<file path="config.mk">
export PLATFORM = sky130hd
export DESIGN_NAME = pe2_controller
export DESIGN_NICKNAME = d
export VERILOG_FILES = /design/src/rtl/pe2_controller.sv
export SDC_FILE = /design/constraint.sdc
export NUM_CORES = 1
export LEC_CHECK = 0
export CAP_MARGIN = 30
export CORE_ASPECT_RATIO = 1.2
export CORE_MARGIN = 3
export CORE_UTILIZATION = 35
export DETAILED_ROUTE_END_ITERATION = 12
export PLACE_DENSITY = 0.71
export REMOVE_ABC_BUFFERS = 1
export SLEW_MARGIN = 10
export SYNTH_ARGS = -nofsm -noshare
export SYNTH_HDL_FRONTEND = slang
export SYNTH_SLANG_ARGS = --single-unit
</file>
<file path="constraint.sdc">
create_clock -name clk -period 2.85 [get_ports clk]
set_input_delay 0.285 -clock clk [delete_from_list [all_inputs] [get_ports clk]]
set_output_delay 0.285 -clock clk [all_outputs]
set_load 0.01 [all_outputs]
</file>
<file path="src/rtl/pe2_controller.sv">
`default_nettype none
// +------------------------------------------------------------------------+
// | Module  : pe2_controller                                               |
// | Purpose : Job sequencer for PE2 - kernel load, tap stepping, OFM pack. |
// | Revision: 1.0                                                          |
// +------------------------------------------------------------------------+
module pe2_controller #(
    parameter int TAPS           = 16,
    parameter int LANES_PER_WORD = 4,
    parameter int ADDR_W         = 32,
    parameter int CNT_W          = 16
) (
    input  logic              clk,
    input  logic              rst,
    input  logic              start,
    input  logic [CNT_W-1:0]  num_windows,
    input  logic [ADDR_W-1:0] ofm_base,
    input  logic              filter_valid,
    output logic              filter_ready,
    input  logic              data_valid,
    output logic              data_ready,
    output logic [TAPS-1:0]   kernelFilter_en,
    output logic [3:0]        mux_sel,
    output logic              mac_en,
    output logic              mac_rst,
    output logic              shiftReg_en,
    output logic              counter_rst,
    output logic              counter_en,
    output logic              ofm_we,
    output logic [ADDR_W-1:0] ofm_addr,
    output logic [31:0]       number,
    output logic              done,
    output logic              busy
);

    localparam int c_LANE_W = $clog2(LANES_PER_WORD + 1);
    localparam int c_WORDS  = TAPS / 4;
    localparam int c_K_W    = $clog2(c_WORDS);

    localparam logic [2:0] c_S_IDLE  = 3'd0;
    localparam logic [2:0] c_S_LOAD  = 3'd1;
    localparam logic [2:0] c_S_CLEAR = 3'd2;
    localparam logic [2:0] c_S_MAC   = 3'd3;
    localparam logic [2:0] c_S_SHIFT = 3'd4;
    localparam logic [2:0] c_S_WRITE = 3'd5;
    localparam logic [2:0] c_S_DONE  = 3'd6;

    logic [2:0]          r_state;
    logic [2:0]          w_state_next;
    logic [c_K_W-1:0]    r_k;
    logic [3:0]          r_tap;
    logic [c_LANE_W-1:0] r_lane;
    logic [CNT_W-1:0]    r_num;
    logic [CNT_W-1:0]    r_win;
    logic [ADDR_W-1:0]   r_addr;
    logic [31:0]         r_number;
    logic                r_counter_rst;

    logic                w_filter_xfer;
    logic                w_data_xfer;
    logic [c_LANE_W-1:0] w_lane_inc;
    logic [CNT_W-1:0]    w_win_inc;

    assign w_filter_xfer = (r_state == c_S_LOAD) && filter_valid;
    assign w_data_xfer   = (r_state == c_S_MAC) && data_valid;
    assign w_lane_inc    = r_lane + c_LANE_W'(1);
    assign w_win_inc     = r_win + CNT_W'(1);

    assign mux_sel     = r_tap;
    assign ofm_addr    = r_addr;
    assign number      = r_number;
    assign counter_rst = r_counter_rst;

    always_ff @(posedge clk or negedge rst) begin
        if (!rst) begin
            r_state <= c_S_IDLE;
        end else begin
            r_state <= w_state_next;
        end
    end

    always_comb begin
        w_state_next    = r_state;
        filter_ready    = 1'b0;
        data_ready      = 1'b0;
        kernelFilter_en = '0;
        mac_en          = 1'b0;
        mac_rst         = 1'b0;
        shiftReg_en     = 1'b0;
        counter_en      = 1'b0;
        ofm_we          = 1'b0;
        done            = 1'b0;
        busy            = (r_state != c_S_IDLE);
        case (r_state)
            c_S_IDLE: begin
                if (start) begin
                    w_state_next = (num_windows == '0) ? c_S_DONE : c_S_LOAD;
                end
            end
            c_S_LOAD: begin
                filter_ready = 1'b1;
                if (w_filter_xfer) begin
                    // Each kernel word carries four taps, one nibble of enables.
                    kernelFilter_en = TAPS'(4'hF) << {r_k, 2'b00};
                    if (r_k == c_K_W'(c_WORDS - 1)) begin
                        w_state_next = c_S_CLEAR;
                    end
                end
            end
            c_S_CLEAR: begin
                mac_rst      = 1'b1;
                w_state_next = c_S_MAC;
            end
            c_S_MAC: begin
                data_ready = 1'b1;
                mac_en     = w_data_xfer;
                if (w_data_xfer && (r_tap == 4'(TAPS - 1))) begin
                    w_state_next = c_S_SHIFT;
                end
            end
            c_S_SHIFT: begin
                shiftReg_en = 1'b1;
                counter_en  = 1'b1;
                if ((w_lane_inc == c_LANE_W'(LANES_PER_WORD)) || (w_win_inc == r_num)) begin
                    w_state_next = c_S_WRITE;
                end else begin
                    w_state_next = c_S_CLEAR;
                end
            end
            c_S_WRITE: begin
                ofm_we       = 1'b1;
                w_state_next = (r_win == r_num) ? c_S_DONE : c_S_CLEAR;
            end
            c_S_DONE: begin
                done         = 1'b1;
                w_state_next = c_S_IDLE;
            end
            default: begin
                w_state_next = c_S_IDLE;
            end
        endcase
    end

    always_ff @(posedge clk or negedge rst) begin
        if (!rst) begin
            r_k           <= '0;
            r_tap         <= '0;
            r_lane        <= '0;
            r_num         <= '0;
            r_win         <= '0;
            r_addr        <= '0;
            r_number      <= '0;
            r_counter_rst <= 1'b0;
        end else begin
            r_counter_rst <= 1'b0;
            case (r_state)
                c_S_IDLE: begin
                    if (start) begin
                        r_num         <= num_windows;
                        r_addr        <= ofm_base;
                        r_number      <= '0;
                        r_k           <= '0;
                        r_win         <= '0;
                        r_lane        <= '0;
                        r_counter_rst <= (num_windows != '0);
                    end
                end
                c_S_LOAD: begin
                    if (w_filter_xfer) begin
                        r_k <= r_k + c_K_W'(1);
                    end
                end
                c_S_CLEAR: begin
                    r_tap <= '0;
                end
                c_S_MAC: begin
                    // Wraps back to zero after the final tap.
                    if (w_data_xfer) begin
                        r_tap <= r_tap + 4'd1;
                    end
                end
                c_S_SHIFT: begin
                    r_lane <= w_lane_inc;
                    r_win  <= w_win_inc;
                end
                c_S_WRITE: begin
                    r_addr        <= r_addr + ADDR_W'(1);
                    r_number      <= r_number + 32'd1;
                    r_lane        <= '0;
                    r_counter_rst <= 1'b1;
                end
                default: begin
                end
            endcase
        end
    end

endmodule
`default_nettype wire

</file>
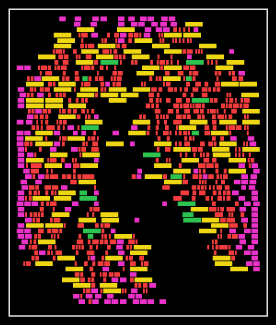
**Above:** placed cells, one color a class.
(2 px per µm)
[clock drivers and dummy loads] green | cells: 16 | share of their area: 3.9%
[remaining logic cells] red | cells: 563 | share of their area: 41%
[registers] yellow | cells: 109 | share of their area: 34%
[remaining buffers and delay cells] magenta | cells: 165 | share of their area: 20%
sequential share of cell area: 33.3%
core outline area: 0.0176 mm²
core occupancy in the finished layout: 46.7%

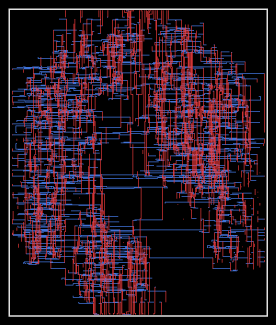
**Above:** signal wires by layer.
(2 px per µm) Two of the layers only.
[M2] red | wire length: 8,480 µm
[M1] blue | wire length: 8,010 µm
DR WL/cell: 16.7 µm
total track usage: 18.3%

==> summary.txt <==
Summary of the current implementation state.

- The critical path launch point is r_state[0], for reference.
- The reported max-cap violation count is 0, for reference.
- The met3 wire length is 1100 µm, for reference.
- The synthesized area divided by synthesized cell count is roughly 8.7 µm², for reference.
- Hold repair after CTS inserted 0 buffers.
- At the worst endpoint, the arrival time is 2.38 ns.
- STA lists the startpoint of the worst register-to-register path as r_state[2].
- The critical path crosses 4 cells after its start point.
- The endpoint of the worst setup timing path is kernelFilter_en[3], for reference.
- The mux contribution to synthesized area is about 2.0%, for reference.
- The checks that failed: hold timing.
- Hold timing on the final database bottoms out at a slack of -0.0260 ns.
- In the floorplan report the effective utilization is 35.7%.
- The first global-routing pass estimated 29,500 µm of wire.
- The setup TNS after final layout is 0 ns, for reference.
- The global route total overflow is 0, for reference.
- Between the synthesized netlist and the finished layout, the area growth was recorded as 30.7%.
- According to the cell report, the number of logic gates is 549.
- The logic gate share of total power is 40.6%, for reference.
- The number of top-level pins is between 100 and 150, for reference.
- The width of the chip is 128 µm, for reference.
- Total power for the finished layout comes to 6.49 mW.
- The distinct cell type count after synthesis is about 63, for reference.
- The H-tree was split into 3 levels.
- The largest non-sequential cell family by area is simple AND/OR/NAND/NOR gates, for reference.
- The final critical-path setup slack is between 0.15 and 0.2 ns, for reference.
- TritonCTS reports the number of clock sinks as around 110.
- For reference, the final report shows the hold violation count at 20.
- The synthesized netlist devotes 27.4% of its cell area to simple gates.
- The main flop type is sky130_fd_sc_hd__dfrtp_1, for reference.
- The count of inverters not on the clock network in the layout is 14, for reference.
- The flow ran to the end, but the final reports show violations.
- The Yosys warning count is 0, for reference.
- The switching share of power is about two fifths, for reference.
- The pre-CTS setup slack is 0.424 ns, for reference.
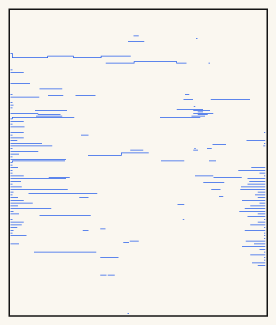
**Above:** metal 3.
(2 px per µm)
main direction: horizontal
wire length on this layer: 1,100 µm
nets with wire on the layer: 125
share of all routed wire: 6.2%
longest straight run: 34.0 µm
vias: 5,983
post-detailed-routing wire length: 17,900 µm
met3 Resource Use GR: 4.03%

Power is estimated from default activity; no workload was simulated.
